===== src/rtl/store_bin.sv =====
// Write-back of one finished bin: scatters the engine's var states to their global
// addresses (looked up through the vars-bin RAM), then writes the lvl states from base_lvl upward.
module store_bin #(
  parameter int NUM_VARS_A_BIN         = 8,
  parameter int NUM_LVLS_A_BIN         = 8,
  parameter int WIDTH_BIN_ID           = 10,
  parameter int WIDTH_VARS             = 12,
  parameter int WIDTH_LVL              = 16,
  parameter int WIDTH_VAR_STATES       = 30,
  parameter int WIDTH_LVL_STATES       = 30,
  parameter int ADDR_WIDTH_VARS        = 9,
  parameter int ADDR_WIDTH_VARS_STATES = 9,
  parameter int ADDR_WIDTH_LVLS_STATES = 9
) (
  input  logic                                         clk,
  input  logic                                         rst,
  input  logic                                         start_store,
  input  logic [WIDTH_BIN_ID-1:0]                      request_bin_num_i,
  input  logic [WIDTH_LVL-1:0]                         base_lvl_i,
  input  logic [3:0]                                   num_lvls_i,
  input  logic [WIDTH_VAR_STATES*NUM_VARS_A_BIN-1:0]   var_state_i,
  input  logic [WIDTH_LVL_STATES*NUM_LVLS_A_BIN-1:0]   lvl_states_i,
  output logic                                         apply_store_o,
  output logic                                         done_store,
  input  logic [WIDTH_VARS-1:0]                        ram_data_v_i,
  output logic [ADDR_WIDTH_VARS-1:0]                   ram_addr_v_o,
  output logic                                         ram_we_v_state_o,
  output logic [ADDR_WIDTH_VARS_STATES-1:0]            ram_addr_v_state_o,
  output logic [WIDTH_VAR_STATES-1:0]                  ram_data_v_state_o,
  output logic                                         ram_we_l_state_o,
  output logic [ADDR_WIDTH_LVLS_STATES-1:0]            ram_addr_l_state_o,
  output logic [WIDTH_LVL_STATES-1:0]                  ram_data_l_state_o
);

  localparam int N   = NUM_VARS_A_BIN;
  localparam int L   = NUM_LVLS_A_BIN;
  localparam int CW  = $clog2(N + L + 3) + 1;
  localparam int VIW = (N > 1) ? $clog2(N) : 1;
  localparam int LIW = (L > 1) ? $clog2(L) : 1;
  localparam logic [CW-1:0] N_CNT   = CW'(N);
  localparam logic [4:0]    L_CLAMP = 5'(L);

  typedef enum logic [1:0] {IDLE, VAR, LVL, DONE} state_t;

  state_t                                     state_reg;
  logic [CW-1:0]                              cnt_reg;
  logic [ADDR_WIDTH_VARS-1:0]                 base_v_reg;
  logic [WIDTH_LVL-1:0]                       lvl_ptr_reg;
  logic [4:0]                                 nlvl_reg;
  logic [WIDTH_VAR_STATES*N-1:0]              var_snap_reg;
  logic [WIDTH_LVL_STATES*L-1:0]              lvl_snap_reg;

  logic [WIDTH_VAR_STATES-1:0]                var_slot [N];
  logic [WIDTH_LVL_STATES-1:0]                lvl_slot [L];
  logic [VIW-1:0]                             var_idx;
  logic [LIW-1:0]                             lvl_idx_next;
  logic [ADDR_WIDTH_VARS-1:0]                 base_v_next;
  logic [4:0]                                 nlvl_clamped;

  genvar gi;
  generate
    for (gi = 0; gi < N; gi++) begin : g_var_slot
      assign var_slot[gi] = var_snap_reg[gi*WIDTH_VAR_STATES +: WIDTH_VAR_STATES];
    end
    for (gi = 0; gi < L; gi++) begin : g_lvl_slot
      assign lvl_slot[gi] = lvl_snap_reg[gi*WIDTH_LVL_STATES +: WIDTH_LVL_STATES];
    end
  endgenerate

  // Read data in VAR count c belongs to the address issued one cycle earlier, i.e. slot c-1.
  assign var_idx      = VIW'(cnt_reg - 1'b1);
  assign lvl_idx_next = LIW'(cnt_reg + 1'b1);
  assign base_v_next  = ADDR_WIDTH_VARS'(32'(request_bin_num_i) * 32'(N));
  assign nlvl_clamped = ({1'b0, num_lvls_i} > L_CLAMP) ? L_CLAMP : {1'b0, num_lvls_i};

  always_ff @(posedge clk) begin
    if (rst) begin
      state_reg          <= IDLE;
      cnt_reg            <= '0;
      base_v_reg         <= '0;
      lvl_ptr_reg        <= '0;
      nlvl_reg           <= '0;
      var_snap_reg       <= '0;
      lvl_snap_reg       <= '0;
      apply_store_o      <= 1'b0;
      done_store         <= 1'b0;
      ram_addr_v_o       <= '0;
      ram_we_v_state_o   <= 1'b0;
      ram_addr_v_state_o <= '0;
      ram_data_v_state_o <= '0;
      ram_we_l_state_o   <= 1'b0;
      ram_addr_l_state_o <= '0;
      ram_data_l_state_o <= '0;
    end else begin
      done_store         <= 1'b0;
      ram_addr_v_o       <= '0;
      ram_we_v_state_o   <= 1'b0;
      ram_addr_v_state_o <= '0;
      ram_data_v_state_o <= '0;
      ram_we_l_state_o   <= 1'b0;
      ram_addr_l_state_o <= '0;
      ram_data_l_state_o <= '0;
      case (state_reg)
        IDLE: begin
          if (start_store) begin
            state_reg     <= VAR;
            cnt_reg       <= '0;
            apply_store_o <= 1'b1;
            base_v_reg    <= base_v_next;
            ram_addr_v_o  <= base_v_next;
            lvl_ptr_reg   <= base_lvl_i;
            nlvl_reg      <= nlvl_clamped;
            var_snap_reg  <= var_state_i;
            lvl_snap_reg  <= lvl_states_i;
          end
        end
        VAR: begin
          if ((cnt_reg + 1'b1) < N_CNT) begin
            ram_addr_v_o <= base_v_reg + ADDR_WIDTH_VARS'(cnt_reg + 1'b1);
          end
          // Id 0 marks an unused slot: leave the write port idle.
          if ((cnt_reg != '0) && (cnt_reg <= N_CNT) && (ram_data_v_i != '0)) begin
            ram_we_v_state_o   <= 1'b1;
            ram_addr_v_state_o <= ram_data_v_i[ADDR_WIDTH_VARS_STATES-1:0];
            ram_data_v_state_o <= var_slot[var_idx];
          end
          if (cnt_reg == N_CNT + 1'b1) begin
            cnt_reg <= '0;
            if (nlvl_reg == '0) begin
              state_reg     <= DONE;
              done_store    <= 1'b1;
              apply_store_o <= 1'b0;
            end else begin
              state_reg          <= LVL;
              ram_we_l_state_o   <= 1'b1;
              ram_addr_l_state_o <= lvl_ptr_reg[ADDR_WIDTH_LVLS_STATES-1:0];
              ram_data_l_state_o <= lvl_slot[0];
              lvl_ptr_reg        <= lvl_ptr_reg + 1'b1;
            end
          end else begin
            cnt_reg <= cnt_reg + 1'b1;
          end
        end
        LVL: begin
          if ((cnt_reg + 1'b1) < CW'(nlvl_reg)) begin
            cnt_reg            <= cnt_reg + 1'b1;
            ram_we_l_state_o   <= 1'b1;
            ram_addr_l_state_o <= lvl_ptr_reg[ADDR_WIDTH_LVLS_STATES-1:0];
            ram_data_l_state_o <= lvl_slot[lvl_idx_next];
            lvl_ptr_reg        <= lvl_ptr_reg + 1'b1;
          end else begin
            state_reg     <= DONE;
            done_store    <= 1'b1;
            apply_store_o <= 1'b0;
          end
        end
        DONE: begin
          state_reg <= IDLE;
        end
        default: begin
          state_reg <= IDLE;
        end
      endcase
    end
  end

endmodule


===== config.mk =====
export PLATFORM = sky130hd
export DESIGN_NAME = store_bin
export DESIGN_NICKNAME = d
export VERILOG_FILES = /design/src/rtl/store_bin.sv
export SDC_FILE = /design/constraint.sdc
export NUM_CORES = 1
export LEC_CHECK = 0
export CAP_MARGIN = 10
export CELL_PAD_IN_SITES_DETAIL_PLACEMENT = 0
export CELL_PAD_IN_SITES_GLOBAL_PLACEMENT = 1
export CORE_ASPECT_RATIO = 0.7
export CORE_MARGIN = 4
export CORE_UTILIZATION = 25
export CTS_CLUSTER_DIAMETER = 40
export DETAILED_ROUTE_END_ITERATION = 8
export PLACE_DENSITY = 0.59
export REMOVE_ABC_BUFFERS = 1
export SETUP_SLACK_MARGIN = 0.02
export SLEW_MARGIN = 10
export SYNTH_ARGS = -nofsm -noshare
export SYNTH_HDL_FRONTEND = slang
export SYNTH_SLANG_ARGS = --single-unit

===== constraint.sdc =====
create_clock -name clk -period 4 [get_ports clk]
set_input_delay 0.8 -clock clk [delete_from_list [all_inputs] [get_ports clk]]
set_output_delay 0.8 -clock clk [all_outputs]
set_load 0.01 [all_outputs]

Fig. 1: run 1, placement view
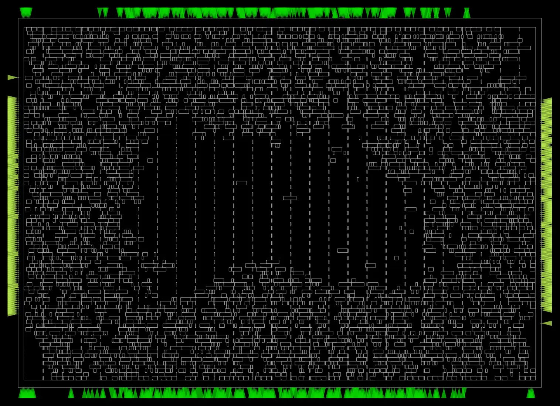
fill count: 9876
Layout Utilization: 0.365

Fig. 2: run 1, sequential cells grouped by signal name
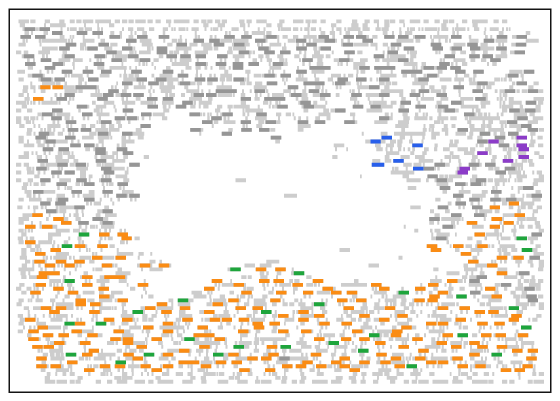
legend:
  blue:
    name_in_the_netlist: cnt_reg
    flops: 6
  green:
    name_in_the_netlist: ram_data_v_state_o
    flops: 30
  purple:
    name_in_the_netlist: ram_addr_v_o
    flops: 9
  orange:
    name_in_the_netlist: var_snap_reg
    flops: 240
not colored: 313

==> flow_summary.yaml, run 1 <==
# yosys + openroad results
pwr:
  power-per-cell-area_nw_per_um2: 613
  ir_drop_v: 0.000326
  switching_share: 0.324
  p_leak_uw: 0.0124
  pwr-share-clk: 0.382
  power_frac_seq: 0.354
cells_and_area:
  comb_area_um2: 11300
  fin_nets: 3867
  syn_to_final_growth_pct: 43.6
  layout-drive-gt1-share: 0.110
global_routing:
  antenna_found_initial: 20
  grt_pass1_vias: 21100
  grt_max_degree: 176
worst_setup_path:
  cp_max_fo: 14
  path_delay_family: "simple AND/OR/NAND/NOR gates"
  start_kind: "flop"
  crit_buf_inv: 1
cts:
  cts-resized-gates: 0
  post_cts_buffers: 0
  clock-sinks: 598
  holdBufCountCts: 0
  cts_tree: "yes"
  cts.path.max_buffers: 3
placed_design:
  place_area_um2: 31500
  dp_hpwl_um: 60700
  place.gp.congestion: 0.747
route:
  wl_um: 89100
  via_count: 21200
  drt_iter0_drc: 1041
  route.detailed.drc: 0
  wl_per_cell_um: 19.2
  drt-vias-per-instance: 4.55
logic_synthesis:
  synthArstFlopShare: 0
  synth-edff-count: 0
  synth_cells: 2810
  common_cells: "nand2_1, dfxtp_1, a21oi_1"
  ys_area_um2: 24100
  flop_cell: "dfxtp_1"
status:
  status: "finished clean"
die:
  initial_utilization: 0.254
  fp.dieH_um: 268
  die_w_um: 379
final_timing:
  fmax_mhz: 308
  fin_skew_ns: 0.0366
  tightestPinTransition_ns: 1.25
Fig. 3: run 1, zoomed window
The bar under the picture is 20 um long. Window x 70 to 120, y 42 to 92 um. Cells in gray, sequential cells in the stronger gray; small squares are vias.
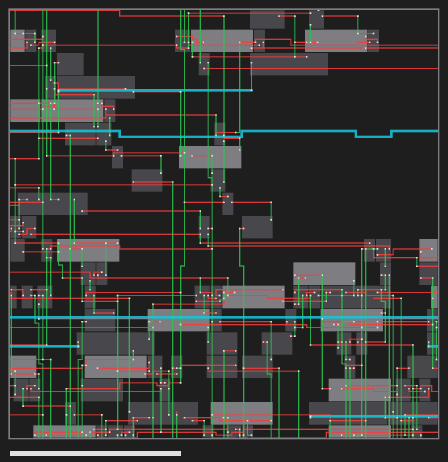
legend:
  green:
    layer: metal 2
  red:
    layer: metal 1
  cyan:
    layer: metal 3
netlist names of flops here include: var_snap_reg (13), ram_data_v_state_o (1)
most frequent: nand2_1 (34), a21oi_1 (17), dfxtp_1 (14)
sequential cells in the window: 14
cells with their middle in the window: 85

Fig. 4: run 1, routed metal per tile
The bar under the picture is 100 um long. 38 x 27 tiles, from black (low) to pale yellow (high), scaled to the fullest tile. Values are wire area over tile area, all layers added.
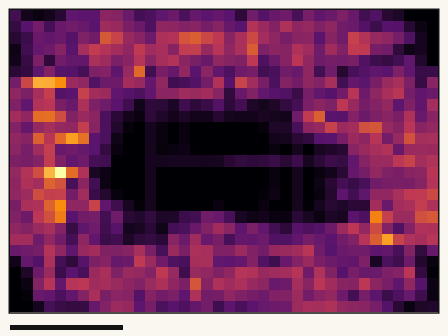
emptiest ninth of the die: center
tiles over half the peak: 6.8%
fullest tile: 0.52

-- run 1: power by group through the flow --
stage               clock network [uW]  logic, uW  registers [uW]
floorplan                            0       3270            7170
global placement                     0       5700            7620
detailed placement                   0       5720            7630
CTS                               8340       5740            7510
global route                      8600       6270            7630
finish                            8100       5600            7510
-- run 1: metal layers --
metal | GRT usage | vias up | routed length (um)
met5 | 0 | - | 200
met4 | 0.0383 | 30 | 1540
met3 | 0.0490 | 127 | 5540
met2 | 0.265 | 437 | 40300
met1 | 0.232 | 10100 | 41600
li1 | - | 10500 | -
-- run 1: through the flow --
step	cells	hold slack (ns)
after floorplan	2585	0.427
after global placement	4484	0.441
after detailed placement	4484	0.444
after CTS	4647	0.451
after global routing	4649	0.463
final	4651	0.449
-- run 1: worst reg2reg max path: cells and delay by family, from the launching register on --
| family | cells | cell delay (ns) |
|---|---|---|
| AND-OR/OR-AND | 3 | 0.81 |
| buffers and inverters | 1 | 0.07 |
| adder cells (fa/ha/maj) | 1 | 0.30 |
| XOR/XNOR | 1 | 0.28 |
| flip-flops | 1 | 0.83 |
| AND/OR/NAND/NOR | 2 | 0.88 |
-- run 1: path summary, 6_finish.rpt --
path,startpoint,to,slack [ns],cells past startpoint
hold reg to reg,var_snap_reg[200]$_SDFFE_PP0P_,var_snap_reg[200]$_SDFFE_PP0P_,0.45,2
setup reg to reg,cnt_reg[2]$_SDFFE_PP0P_,cnt_reg[5]$_SDFFE_PP0P_,0.76,8
setup / recovery,cnt_reg[2]$_SDFFE_PP0P_,cnt_reg[5]$_SDFFE_PP0P_,0.76,8
hold / removal,var_snap_reg[200]$_SDFFE_PP0P_,var_snap_reg[200]$_SDFFE_PP0P_,0.45,2
-- run 1: cells in the final DEF (no fill, tap or decap), types with 10 or more instances in the layout --
master / instances
a22oi_1: 30
inv_6: 11
buf_4: 29
nand2_1: 1057
a21oi_1: 543
mux4_2: 120
mux2_2: 31
nand3_1: 10
o21ai_0: 10
and2_1: 17
buf_12: 18
clkbuf_16: 90
dfxtp_1: 597
clkinv_2: 14
inv_1: 15
bufinv_16: 10
nor2_1: 48
ha_1: 14
clkdlybuf4s50_1: 603
-- run 1: logic make-up after synthesis --
kind of cell    share of synthesized area
flops                               0.497
buf+inv                            0.0382
xor+xnor                          0.00363
compound gates                      0.132
simple gates                        0.191
mux                                 0.130
fa+ha+maj                         0.00779
-- run 1: area by class of cell --
class / instances / area share
repair buffers: 651 / 0.192
multi-input cells: 1972 / 0.326
well taps: 1248 / 0.0451
flip-flops and latches: 598 / 0.346
inverters: 15 / 0.00163
diodes: 4 / 0.000289
clock buffers: 106 / 0.0691
clock inverters: 57 / 0.0202
Fig. 5: run 1, cells colored by class
Fill, decap, tap and diode cells in gray.
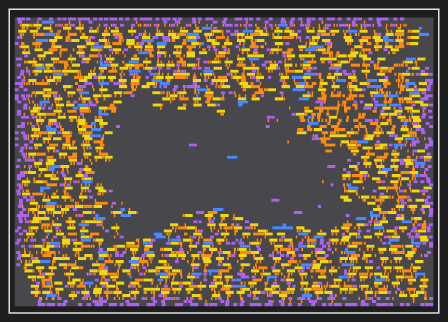

==> run 2: changes to the inputs <==
==> constraint.sdc (replaced) <==
create_clock -name clk -period 3.2 [get_ports clk]
set_input_delay 0.64 -clock clk [delete_from_list [all_inputs] [get_ports clk]]
set_output_delay 0.64 -clock clk [all_outputs]
set_load 0.01 [all_outputs]
Fig. 6: run 2, cells colored by class
Fill, decap, tap and diode cells in gray.
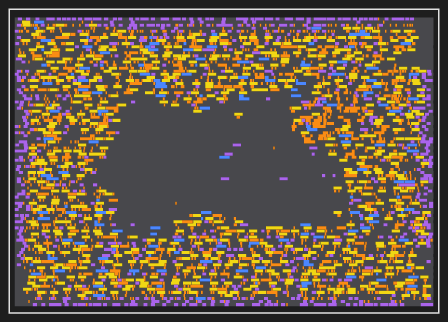
legend:
  orange:
    class: combinational and other logic
    cells: 1987
    share_of_their_area: 34%
  blue:
    class: clock drivers and dummy loads
    cells: 164
    share_of_their_area: 9.6%
  purple:
    class: remaining buffers and delay cells
    cells: 657
    share_of_their_area: 20%
  yellow:
    class: sequential cells
    cells: 598
    share_of_their_area: 36%

==> run 2 against run 1 <==
Net effect:
- fmax increased by 11%
- register-to-register slack worse by 0.48 ns
- flip-flop count is the same
- power is 27% higher
- first-iteration DRC count up 6.9%
- count of clock-buffer cells in the layout increased by 2
- via count grew 0.21%
- clock power increased by 27%
- sequential share of layout area decreased by 0.26 points
- hold slack got worse by 0.13 ns
- largest cell class unchanged
==> flow_summary.yaml, run 2 <==
# yosys + openroad results
flow_run:
  warnings: 54
route:
  ant_nets: 0
  route.detailed.drc: 0
  drt-vias-per-instance: 4.55
  wl_um: 89800
  drt_iter0_drc: 1113
final_timing:
  tightestPinTransition_ns: 1.03
  fin_skew_ns: 0.0247
  whs_ns: 0.323
  fmax_mhz: 342
pwr:
  ir_drop_v: 0.000342
  p_leak_uw: 0.0125
logic_synthesis:
  synthAdderAreaFrac: 0.00779
  synthMuxAreaShare: 0.130
  common_cells: "nand2_1, dfxtp_1, a21oi_1"
  synth-edff-count: 0
  simple_gate_area_frac: 0.191
  topCombFamilyByArea: "simple AND/OR/NAND/NOR gates"
  flop_cell: "dfxtp_1"
  synthArstFlopShare: 0
  ys_area_um2: 24100
  xor_area_frac: 0.00363
  synth-compound-area-share: 0.132
global_routing:
  grt_pass1_vias: 21400
  grt_max_degree: 163
die:
  die_w_um: 379
  initial_utilization: 0.254
cells_and_area:
  syn_to_final_growth_pct: 44.7
  final_core_util: 0.368
  final_common_cell: "nand2_1"
cts:
  holdBufCountCts: 0
  clock-sinks: 598
  cts_tree: "yes"
status:
  status: "finished clean"
worst_setup_path:
  reg2reg_setup_slack_ns: 0.28
  path_delay_family: "AND-OR/OR-AND gates"
  cp_max_fo: 10
  crit_buf_inv: 1
  start_kind: "flop"
placed_design:
  dp_hpwl_um: 61600
  place.gp.congestion: 0.773
  place_area_um2: 31700
Fig. 7: run 2, placement view
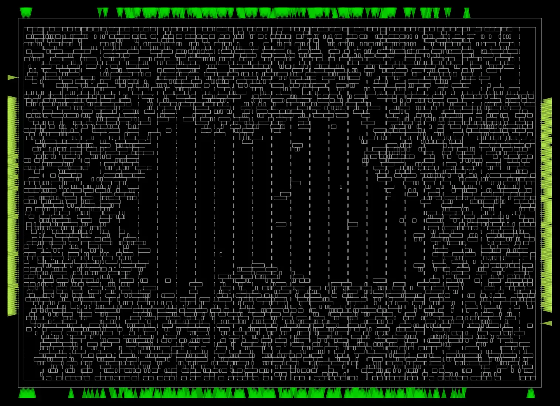
fraction of area in registers: 0.343
fill count: 9761
Well Taps: 1248

-- run 2: cell families after synthesis --
logic type / Yosys count
simple gates: 1181
xor+xnor: 10
compound gates: 607
fa+ha+maj: 15
mux: 159
buf+inv: 240
flops: 598
-- run 2: per-stage QoR --
step / TNS [ns] / std cells
6_report: 0 / 4662
5_1_grt: 0 / 4656
4_1_cts: 0 / 4654
3_5_place_dp: 0 / 4490
3_3_place_gp: 0 / 4490
2_1_floorplan: -3556.54 / 2585
-- run 2: worst paths after layout --
| path | start | endpoint | depth (start not counted) |
|---|---|---|---|
| worst min register to register | var_snap_reg[183]$_SDFFE_PP0P_ | var_snap_reg[183]$_SDFFE_PP0P_ | 2 |
| worst max-delay path | cnt_reg[1]$_SDFFE_PP0P_ | lvl_ptr_reg[6]$_SDFFE_PP0P_ | 10 |
| worst max register to register | cnt_reg[1]$_SDFFE_PP0P_ | lvl_ptr_reg[6]$_SDFFE_PP0P_ | 10 |
| worst min-delay path | rst | lvl_snap_reg[101]$_SDFFE_PP0P_ | 2 |
-- run 2: report_power, final --
part / switching [uW] / internal, uW
registers: 682 / 8710
logic: 4110 / 3040
clock network: 3810 / 6540
-- run 2: what timing repair did --
item	CTS	global route
hold endpoints to repair	0	0
buffers inserted	0	0
endpoints found under the setup margin	0	2
resized	0	1
-- run 2: per-layer routing --
metal | vias to the layer above | track usage | share of wire
met5 | - | 0 | 0.0024
met4 | 32 | 0.0364 | 0.015
met3 | 120 | 0.0493 | 0.062
met2 | 461 | 0.270 | 0.45
met1 | 10100 | 0.234 | 0.47
li1 | 10500 | - | -
-- run 2: layout make-up --
class | count | share of cell area
inverter | 15 | 0.00161
multi-input combinational | 1972 | 0.324
tap | 1248 | 0.0448
timing repair buffer | 657 | 0.194
clock inverter | 56 | 0.0206
antenna | 8 | 0.000574
sequential | 598 | 0.343
clock buffer | 108 | 0.0709
Fig. 8: run 2, zoomed window
The bar under the picture is 20 um long. Window x 70 to 120, y 42 to 92 um. Cells in gray, sequential cells in the stronger gray; small squares are vias.
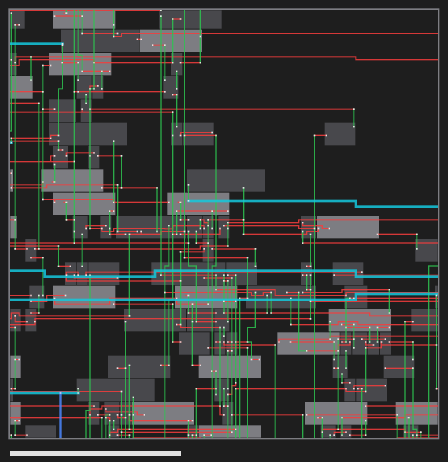

==> run 3: changes to the inputs <==
--- a/config.mk
+++ b/config.mk
@@ -9,7 +9,7 @@
 export CELL_PAD_IN_SITES_DETAIL_PLACEMENT = 0
 export CELL_PAD_IN_SITES_GLOBAL_PLACEMENT = 1
 export CORE_ASPECT_RATIO = 0.7
-export CORE_MARGIN = 4
+export CORE_MARGIN = 8
 export CORE_UTILIZATION = 25
 export CTS_CLUSTER_DIAMETER = 40
 export DETAILED_ROUTE_END_ITERATION = 8
Fig. 9: run 3, zoomed window
The bar under the picture is 20 um long. Window x 72 to 122, y 44 to 94 um. Cells in gray, sequential cells in the stronger gray; small squares are vias.
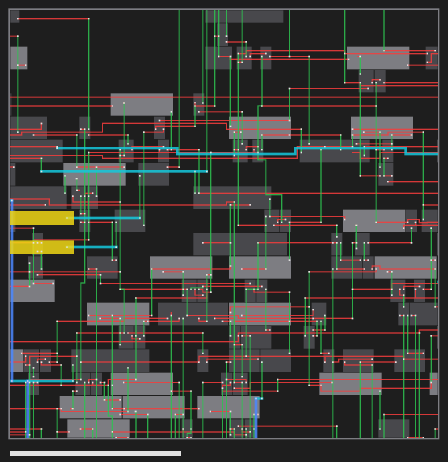
legend:
  green:
    layer: metal 2
  red:
    layer: metal 1
  cyan:
    layer: metal 3
  blue:
    layer: metal 4
  yellow:
    layer: metal 5
cells with their middle in the window: 89
most frequent: nand2_1 (32), a21oi_1 (18), dfxtp_1 (18)
sequential cells in the window: 18
netlist names of flops here include: var_snap_reg (16)

==> run 3 against run 2 <==
Net effect:
- design area up 1.1%
- wire length grew 3.1%
- critical path depth decreased by 1
- flip-flop count unchanged
- area after synthesis unchanged
- sequential share of layout area down 0.36 points
- final cell count up 0.99%
- utilization about the same
- die area increased by 5.2%
- sequential power about the same
- clock power is about 10% higher
- largest power group unchanged
==> flow_summary.yaml, run 3 <==
# yosys + openroad results
pwr:
  p_leak_uw: 0.0126
  ir_drop_v: 0.000371
  power-per-cell-area_nw_per_um2: 794
route:
  wl_um: 92600
  ant_nets: 0
  route.detailed.drc: 0
  drt_iter0_drc: 1200
  drt-vias-per-instance: 4.56
status:
  status: "finished clean"
cells_and_area:
  syn_to_final_growth_pct: 46.2
  final_common_cell: "nand2_1"
  n_fill_cell: 9885
final_timing:
  fin_skew_ns: 0.0318
  fmax_mhz: 351
  finalSetupTns_ns: 0
cts:
  clock-sinks: 598
  cts-resized-gates: 0
  cts_tree: "yes"
placed_design:
  dp_hpwl_um: 64000
  place_area_um2: 31600
  place.gp.congestion: 0.753
  place_inst: 4505
worst_setup_path:
  path_delay_family: "AND-OR/OR-AND gates"
  start_kind: "flop"
  crit_buf_inv: 0
logic_synthesis:
  synthArstFlopShare: 0
  flop_cell: "dfxtp_1"
  common_cells: "nand2_1, dfxtp_1, a21oi_1"
  synth-edff-count: 0
global_routing:
  grt_pass1_vias: 21700
  grt_max_degree: 151
die:
  die_w_um: 387
  initial_utilization: 0.252
Fig. 10: run 3, placement view
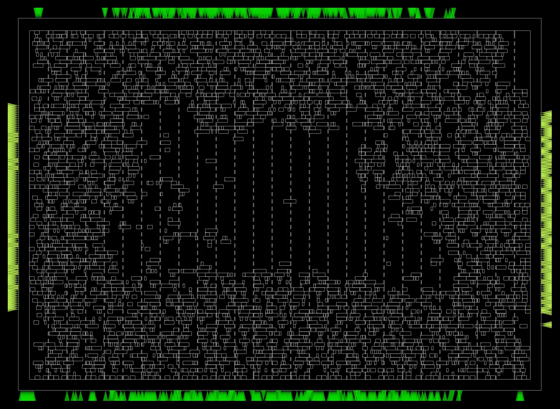
final cell count without fillers: 4708
Layout Utilization: 0.368

==> run 3: cell counts after synthesis <==
No cell type changed its count.
==> run 3: path summary, 6_finish.rpt <==
kind | from | end | slack (ns) | cells after the start
setup / recovery | cnt_reg[0]$_SDFFE_PP0P_ | cnt_reg[5]$_SDFFE_PP0P_ | 0.35 | 9
hold reg to reg | lvl_snap_reg[34]$_SDFFE_PP0P_ | lvl_snap_reg[34]$_SDFFE_PP0P_ | 0.45 | 2
setup reg to reg | cnt_reg[0]$_SDFFE_PP0P_ | cnt_reg[5]$_SDFFE_PP0P_ | 0.35 | 9
hold / removal | rst | var_snap_reg[34]$_SDFFE_PP0P_ | 0.32 | 2
==> run 3: cells by family after synthesis <==
kind of cell,after synthesis,synth area share
xor+xnor,10,0.00363
fa+ha+maj,15,0.00779
compound gates,607,0.132
simple gates,1181,0.191
buf+inv,240,0.0382
flops,598,0.497
mux,159,0.130
==> run 3: cell type report <==
cell class                 instances  area share
tap                             1261      0.0448
clock inverter                    72      0.0286
clock buffer                     115      0.0740
multi-input combinational       1972       0.320
sequential                       598       0.340
inverter                          15     0.00160
antenna                           16     0.00114
timing repair buffer             659       0.190
==> run 3: through the flow <==
| stage | hold slack (ns) | power [uW] |
|---|---|---|
| 4_1_cts | 0.245 | 28500 |
| 5_1_grt | 0.257 | 29700 |
| 6_report | 0.320 | 28000 |
| 3_3_place_gp | 0.440 | 16700 |
| 2_1_floorplan | 0.427 | 12400 |
| 3_5_place_dp | 0.444 | 16700 |
==> run 3: where the power goes <==
part | switching (uW) | internal [uW] | leakage [uW]
sequential | 692 | 8720 | 0.00489
combinational | 4050 | 2950 | 0.00602
clock | 4160 | 7400 | 0.00173
==> run 3: routing by layer <==
layer | part of all wire | track usage | wire length, um | vias to the layer above
met3 | 0.063 | 0.0565 | 5830 | 148
met4 | 0.018 | 0.0403 | 1710 | 26
met1 | 0.46 | 0.221 | 42900 | 10300
met2 | 0.45 | 0.262 | 42000 | 427
li1 | - | - | - | 10600
met5 | 0.0018 | 0 | 164 | -
No activity file was given, so power comes from the tool's default toggle rates.
